**config.mk**
```make
export PLATFORM = sky130hd
export DESIGN_NAME = recip_nr_iter
export DESIGN_NICKNAME = d
export VERILOG_FILES = /design/src/rtl/recip_pkg.sv /design/src/rtl/recip_nr_datapath.sv /design/src/rtl/recip_nr_iter.sv
export SDC_FILE = /design/constraint.sdc
export NUM_CORES = 2
export LEC_CHECK = 0
export ABC_AREA = 1
export CORE_MARGIN = 2
export CORE_UTILIZATION = 30
export DETAILED_ROUTE_END_ITERATION = 10
export PLACE_DENSITY = 0.55
export REMOVE_ABC_BUFFERS = 1
export SYNTH_ARGS = -nofsm -noshare
export SYNTH_HDL_FRONTEND = slang
export SYNTH_SLANG_ARGS = --single-unit
```
**constraint.sdc**
```tcl
create_clock -name clk -period 8.15 [get_ports clk]
set_clock_uncertainty 0.1 [all_clocks]
set_input_delay 1.63 -clock clk [delete_from_list [all_inputs] [get_ports clk]]
set_output_delay 1.63 -clock clk [all_outputs]
set_load 0.01 [all_outputs]
```
**src/rtl/recip_pkg.sv**
```systemverilog
// Shared types and constants for the Newton-Raphson reciprocal unit.
// Seed ROM is only referenced when RECIP_SEED_LUT_EN is defined.
package recip_pkg;

  typedef enum logic [2:0] {
    IDLE,
    MUL_D,
    MUL_X,
    NORM,
    DONE
  } state_e;

  // 1.0 in Q1.(w-1)
  function automatic logic [63:0] ONE_Q(input int w);
    return 64'd1 << (w - 1);
  endfunction

  // 2.0 in Q1.(w-1), i.e. 1<<w
  function automatic logic [63:0] TWO_Q(input int w);
    return 64'd1 << w;
  endfunction

  // 1/midpoint of [1+i/16, 1+(i+1)/16), rounded, Q1.23
  localparam logic [23:0] SEED_ROM [16] = '{
    24'h7C1F08, 24'h750750, 24'h6EB3E4, 24'h690690,
    24'h63E706, 24'h5F417D, 24'h5B05B0, 24'h572621,
    24'h539783, 24'h505050, 24'h4D4874, 24'h4A7905,
    24'h47DC12, 24'h456C79, 24'h4325C5, 24'h410410
  };

endpackage

```
**src/rtl/recip_nr_datapath.sv**
```systemverilog
// One shared multiplier serving both halves of x <= x*(2 - x*D).
// MUL_D phase yields t = 2 - x*D; MUL_X phase yields saturated x*t.
module recip_nr_datapath
  import recip_pkg::*;
#(
  parameter int MANT_W = 24
) (
  input  logic              sel_x_i,
  input  logic [MANT_W-1:0] x_i,
  input  logic [MANT_W-1:0] d_i,
  input  logic [MANT_W:0]   t_i,
  output logic [MANT_W:0]   t_o,
  output logic [MANT_W-1:0] x_o
);

  localparam int PW = 2 * MANT_W + 1;
  localparam logic [MANT_W:0] TWO = (MANT_W + 1)'(TWO_Q(MANT_W));

  logic [MANT_W:0] b;
  logic [PW-1:0]   prod;
  logic [MANT_W:0] e;
  logic            ovf;
  logic            unused_lsb;

  assign b    = sel_x_i ? t_i : {1'b0, d_i};
  assign prod = PW'(x_i) * PW'(b);

  // truncate x*D to Q2.(MANT_W-1) and form 2 - x*D
  assign e   = prod[2*MANT_W-1:MANT_W-1];
  assign t_o = TWO - e;

  // anything at or above 2.0 in x*t pins x to all-ones
  assign ovf = |prod[PW-1:2*MANT_W-1];
  assign x_o = ovf ? '1 : prod[2*MANT_W-2:MANT_W-1];

  assign unused_lsb = ^prod[MANT_W-2:0];

endmodule

```
**src/rtl/recip_nr_iter.sv**
```systemverilog
// Iterative NR reciprocal refinement: FSM, counter and normalisation.
// Optional seed ROM selected by RECIP_SEED_LUT_EN.
module recip_nr_iter
  import recip_pkg::*;
#(
  parameter int MANT_W = 24,
  parameter int EXP_W  = 8,
  parameter int ITERS  = 2
) (
  input  logic                    clk,
  input  logic                    rst_n,
  input  logic                    in_valid,
  output logic                    in_ready,
  input  logic                    sign,
  input  logic [MANT_W-1:0]       in_x_mantissa,
  input  logic [MANT_W-1:0]       in_D_mantissa,
  input  logic [EXP_W-1:0]        in_exponent,
  output logic                    out_valid,
  input  logic                    out_ready,
  output logic [EXP_W+MANT_W-1:0] recip
);

  localparam int RW = EXP_W + MANT_W;
  localparam logic [MANT_W-1:0] ONE = MANT_W'(ONE_Q(MANT_W));
  localparam logic [3:0] LAST = 4'(ITERS - 1);

  state_e            state_q;
  logic [3:0]        cnt_q;
  logic              sign_q;
  logic [MANT_W-1:0] x_q;
  logic [MANT_W-1:0] d_q;
  logic [MANT_W:0]   t_q;
  logic [EXP_W-1:0]  exp_q;
  logic              in_ready_q;
  logic              out_valid_q;
  logic [RW-1:0]     recip_q;

  logic [MANT_W:0]   t_d;
  logic [MANT_W-1:0] x_d;
  logic [RW-1:0]     norm_d;
  logic [MANT_W-1:0] seed;
  logic              is_one;
  logic [EXP_W-1:0]  exp_dec;

`ifdef RECIP_SEED_LUT_EN
  logic [MANT_W+23:0] rom_ext;
  logic               unused_x;
  assign rom_ext  = {SEED_ROM[in_D_mantissa[MANT_W-2 -: 4]],
                     {MANT_W{1'b0}}};
  assign seed     = rom_ext[MANT_W+23 -: MANT_W];
  assign unused_x = ^in_x_mantissa;
`else
  assign seed = in_x_mantissa;
`endif

  recip_nr_datapath #(
    .MANT_W (MANT_W)
  ) u_dp (
    .sel_x_i (state_q == MUL_X),
    .x_i     (x_q),
    .d_i     (d_q),
    .t_i     (t_q),
    .t_o     (t_d),
    .x_o     (x_d)
  );

  assign is_one  = (x_q == ONE);
  assign exp_dec = exp_q - EXP_W'(1);

  // pack result; below-1.0 shifts up one place, tiny exponents flush
  always_comb begin
    norm_d = '0;
    if (exp_q == '0 || (!is_one && exp_q == EXP_W'(1)))
      norm_d = {sign_q, {(RW-1){1'b0}}};
    else if (is_one)
      norm_d = {sign_q, exp_q, {(MANT_W-1){1'b0}}};
    else
      norm_d = {sign_q, exp_dec, x_q[MANT_W-3:0], 1'b0};
  end

  // control FSM with registered handshake outputs and result
  always_ff @(posedge clk or negedge rst_n) begin
    if (!rst_n) begin
      state_q     <= IDLE;
      cnt_q       <= '0;
      sign_q      <= 1'b0;
      x_q         <= '0;
      d_q         <= '0;
      t_q         <= '0;
      exp_q       <= '0;
      in_ready_q  <= 1'b1;
      out_valid_q <= 1'b0;
      recip_q     <= '0;
    end else begin
      unique case (state_q)
        IDLE: begin
          if (in_valid && in_ready_q) begin
            sign_q     <= sign;
            x_q        <= seed;
            d_q        <= in_D_mantissa;
            exp_q      <= in_exponent;
            cnt_q      <= '0;
            in_ready_q <= 1'b0;
            state_q    <= MUL_D;
          end
        end
        MUL_D: begin
          t_q     <= t_d;
          state_q <= MUL_X;
        end
        MUL_X: begin
          x_q     <= x_d;
          cnt_q   <= cnt_q + 4'd1;
          state_q <= (cnt_q == LAST) ? NORM : MUL_D;
        end
        NORM: begin
          recip_q     <= norm_d;
          out_valid_q <= 1'b1;
          state_q     <= DONE;
        end
        DONE: begin
          if (out_ready) begin
            out_valid_q <= 1'b0;
            in_ready_q  <= 1'b1;
            state_q     <= IDLE;
          end
        end
        default: state_q <= IDLE;
      endcase
    end
  end

  assign in_ready  = in_ready_q;
  assign out_valid = out_valid_q;
  assign recip     = recip_q;

endmodule

```
Power grid:
Pins as bars on the die edge.
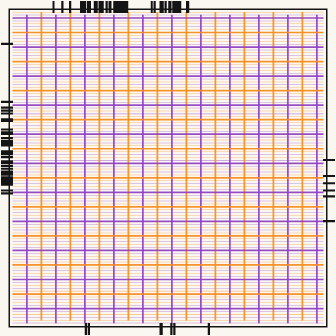
[purple] VSS
[orange] VDD
met1 rails: 108
rows: 107
met4 straps: 21
signal pins: 95
met5 straps: 21

==> results_tabular.tex <==
% Auto-generated results table
\begin{tabular}{lr}
\hline
Metric & Value \\
\hline
\multicolumn{2}{l}{\textbf{Status}} \\
\quad Result of the run & complete, no violations \\
\multicolumn{2}{l}{\textbf{Final timing}} \\
\quad Setup-failing EPs final & 0 \\
\quad Max-slew violations & 0 \\
\quad Normalized max-slew margin & 31.96\% \\
\quad Number of hold violations in the final report & 0 \\
\quad RSZ-0062 raised after global routing & yes \\
\quad Measured slew at the worst slew-check pin & just over 1 ns \\
\quad Final worst slack & 0.009173 ns \\
\quad Min Clock Period, post-route & 8.141 ns \\
\quad Final period utilization & 99.89\% \\
\quad Max Fclk & around 120 MHz \\
\multicolumn{2}{l}{\textbf{Clock network}} \\
\quad Root Buffer Master & sky130\_fd\_sc\_hd\_\_clkbuf\_16 \\
\quad Clock net sink count & 122 \\
\quad TritonCTS clock tree & yes \\
\quad Late-Pin Clk Latency & 0.49 ns \\
\quad Clock-pin slew reported for the worst setup and hold paths after clock tree synthesis & 0.07 ns \\
\quad Count of H-tree levels built during CTS & 4 \\
\quad Total of hold buffers inserted after clock tree synthesis & 0 \\
\quad Maximum clock path buffer count & 2 \\
\quad Total clock buffers created by CTS & 17 \\
\multicolumn{2}{l}{\textbf{Placement}} \\
\quad Placed instance count & 4744 \\
\quad Final estimated routing congestion in global placement & 0.9587 \\
\quad Number of buffers inserted by port buffering & 93 \\
\quad Standard cell area after detailed placement & between 30000 and 40000 um\^{}2 \\
\quad Half-perimeter wire length after detailed placement & 82070 um \\
\quad Pre-CTS setup slack & -0.4370 ns \\
\multicolumn{2}{l}{\textbf{Floorplan}} \\
\quad Placement Rows & 107 \\
\quad Placeable core region & 84750 um\^{}2 \\
\quad Width of the die & 295.8 um \\
\quad I/O pins & $\sim$95 \\
\quad Core Density at Floorplan & 30.14\% \\
\quad Die H & 295.8 um \\
\quad Die Area & 87500 um\^{}2 \\
\multicolumn{2}{l}{\textbf{Synthesis}} \\
\quad Post-synth design cell area & approximately 26000 um\^{}2 \\
\quad EDFF count, synth & 0 \\
\quad Synth warn & 0 \\
\quad Distinct cells, synth & 43 \\
\quad Post-synthesis instance total & 3222 \\
\quad Post-synth seq share & 11.96\% \\
\quad Synth Area per Inst & 7.928 um\^{}2 \\
\quad Post-synth area from yosys stat & about 26000 um\^{}2 \\
\quad Post-synth regs & 122 \\
\quad Fraction of registers with async set or reset after synthesis & 100.0\% \\
\quad Cell count listed in synth\_stat.txt & 3222 \\
\quad Main flop type after synthesis & sky130\_fd\_sc\_hd\_\_dfrtp\_1 \\
\multicolumn{2}{l}{\textbf{Layout}} \\
\quad Inserted Diodes & 0 \\
\quad Design area & 32010 um\^{}2 \\
\quad Post-layout util & a little under two fifths \\
\quad Fraction of final layout cells sized beyond drive strength 1 & 17.69\% \\
\quad Net count reported at finish & 4367 \\
\quad Most common cell after layout, fill and taps aside & sky130\_fd\_sc\_hd\_\_inv\_1 \\
\quad Final Non-Filler Cells & about 4800 \\
\quad Most frequent cells in the layout & 743 x sky130\_fd\_sc\_hd\_\_inv\_1, 612 x sky130\_fd\_sc\_hd\_\_nand2\_1, 498 x sky130\_fd\_sc\_hd\_\_fa\_1 \\
\quad Relative area change from synthesis to final layout & 25.33\% \\
\multicolumn{2}{l}{\textbf{Drt}} \\
\quad Avg WL per Cell & 20.19 um \\
\quad Average via count per standard cell & roughly 4.7 \\
\quad Antenna-violating nets left & 0 \\
\quad Initial detailed-routing violation count & about 1900 \\
\quad Wire length reported by the detailed router & 96590 um \\
\quad Detailed-route DRC error count & 0 \\
\quad Vias after detailed routing & 22616 \\
\quad Number of detailed-route iterations in the first pass & 5 \\
\multicolumn{2}{l}{\textbf{Job}} \\
\quad Number of warnings in the stage logs & 28 \\
\quad \# Max-Cap Violations & 0 \\
\multicolumn{2}{l}{\textbf{Worst setup path}} \\
\quad Critical Path Max Stage Delay & 0.62 ns \\
\quad Arrival time at the worst endpoint & 8.46 ns \\
\quad Worst Setup End Kind & flip-flop \\
\quad Category of the most critical setup path & reg2reg \\
\quad Critical path fanouts, max & 15 \\
\quad Cell count of the worst reg-to-reg path & 39 \\
\quad Critical-path top delay cell & sky130\_fd\_sc\_hd\_\_fa\_2 \\
\quad Count of buffering cells on the critical path with inverters included & 11 \\
\quad Required arrival time at the worst endpoint & around 8.5 ns \\
\quad Setup crit start kind & flip-flop \\
\quad CP top delay family & adder cells \\
\quad Critical path depth & 39 \\
\multicolumn{2}{l}{\textbf{Global routing}} \\
\quad First-pass GRT wire length & 147300 um \\
\quad Total global routing track utilization & 22.95\% \\
\quad Total gr overflow & 0 \\
\quad Initial antenna violation count & 1 \\
\quad Maximum number of pins on one net before global-route repair & 65 \\
\quad Via count of the first global-routing pass & roughly 24000 \\
\multicolumn{2}{l}{\textbf{Hold path}} \\
\quad Type of the most critical hold path & reg2reg \\
\quad Worst Hold Depth & 2 \\
\hline
\end{tabular}
Placement by cell class:
Bar = 100 um.
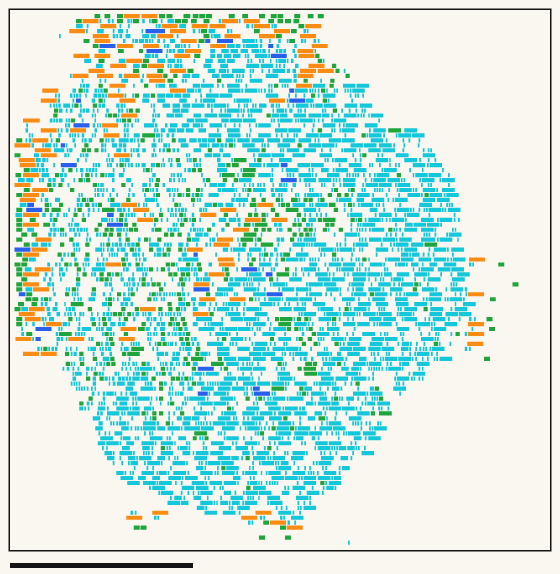
[blue] clock drivers and dummy loads | cells: 32 | share of their area: 2.0%
[green] other buffers and delay cells | cells: 507 | share of their area: 15%
[cyan] combinational and other logic | cells: 2979 | share of their area: 74%
[orange] flops | cells: 122 | share of their area: 10%

-- synthesized netlist by cell type (all sizes together), types with 20 or more instances --
| cell type | count | share of area, % |
|---|---|---|
| a21oi | 64 | 1.3 |
| clkbuf | 114 | 1.7 |
| dfrtp | 121 | 12 |
| fa | 503 | 39 |
| ha | 176 | 8.6 |
| inv | 753 | 11 |
| mux2 | 27 | 1.2 |
| nand2 | 643 | 9.6 |
| nand3 | 79 | 1.6 |
| nand4 | 20 | 0.55 |
| nor2 | 451 | 6.9 |
| o21ai | 129 | 2.5 |
| o22ai | 27 | 0.66 |
| or2 | 22 | 0.54 |
-- state kept, by name, indices dropped and copies added, names as in the netlist --
signal,cells
in_ready,1
sign_q,1
x_q,24
recip,31
cnt_q,4
exp_q,8
d_q,24
t_q,25
out_valid,1
state_q,3
-- layout make-up --
cell class              instances  area [um^2]
inverters                     765         2890
multi-input cells            2214        19600
fillers                      8809        52730
clock inverters                15        172.7
well taps                    1144         1431
repair buffers                507         4439
flip-flops and latches        122         3054
clock buffers                  17        425.4
-- worst reg2reg max path: cells and delay by family, from the launching register on --
| kind | cells | cell delay, ns |
|---|---|---|
| buf+inv | 11 | 1.15 |
| compound gates | 5 | 0.82 |
| fa+ha+maj | 8 | 3.80 |
| simple gates | 15 | 1.78 |
| flops | 1 | 0.39 |
-- final timing paths --
path / startpoint / to / slack (ns)
max: state_q[0]$_DFFE_PN0P_ / t_q[22]$_DFFE_PN0P_ / 0.009
min: sign_q$_DFFE_PN0P_ / recip[31]$_DFFE_PN0P_ / 0.38
max reg2reg: state_q[0]$_DFFE_PN0P_ / t_q[22]$_DFFE_PN0P_ / 0.009
min reg2reg: sign_q$_DFFE_PN0P_ / recip[31]$_DFFE_PN0P_ / 0.38
max in group asynchronous: rst_n / d_q[2]$_DFFE_PN0P_ / 5.57
min in group asynchronous: rst_n / recip[26]$_DFFE_PN0P_ / 1.07
-- cell families after synthesis --
group	synth area share, %
AOI/OAI and AO/OA	4.893
muxes	1.190
other	0.01468
and+or+nand+nor	19.94
adders and majority gates	48.04
xor gates and xnor gates	0.8866
DFF	11.96
buffers and inverters	13.08
-- through the flow --
stage / hold slack (ns) / setup TNS, ns
2_1_floorplan: 0.3435 / -3.602
3_3_place_gp: 0.3549 / -13.07
3_5_place_dp: 0.3589 / -11.74
4_1_cts: 0.3760 / 0
5_1_grt: 0.4072 / -6.440
6_report: 0.3764 / 0
-- routing by layer --
| metal | vias to the layer above | routed length (um) | global-route usage (%) | share of wire [%] |
|---|---|---|---|---|
| met1 | 11386 | 42380 | 31.80 | 44 |
| met4 | 2 | 2356 | 6.240 | 2.4 |
| met2 | 822 | 44850 | 37.05 | 46 |
| met5 | - | 11 | 0 | 0.011 |
| met3 | 128 | 6990 | 3.792 | 7.2 |
| li1 | 10278 | - | - | - |
-- timing repair --
action,CTS,global route
setup buffers,7,1
gates resized,57,93
pin swaps,5,5
setup endpoints to repair,47,47
cloned,0,0
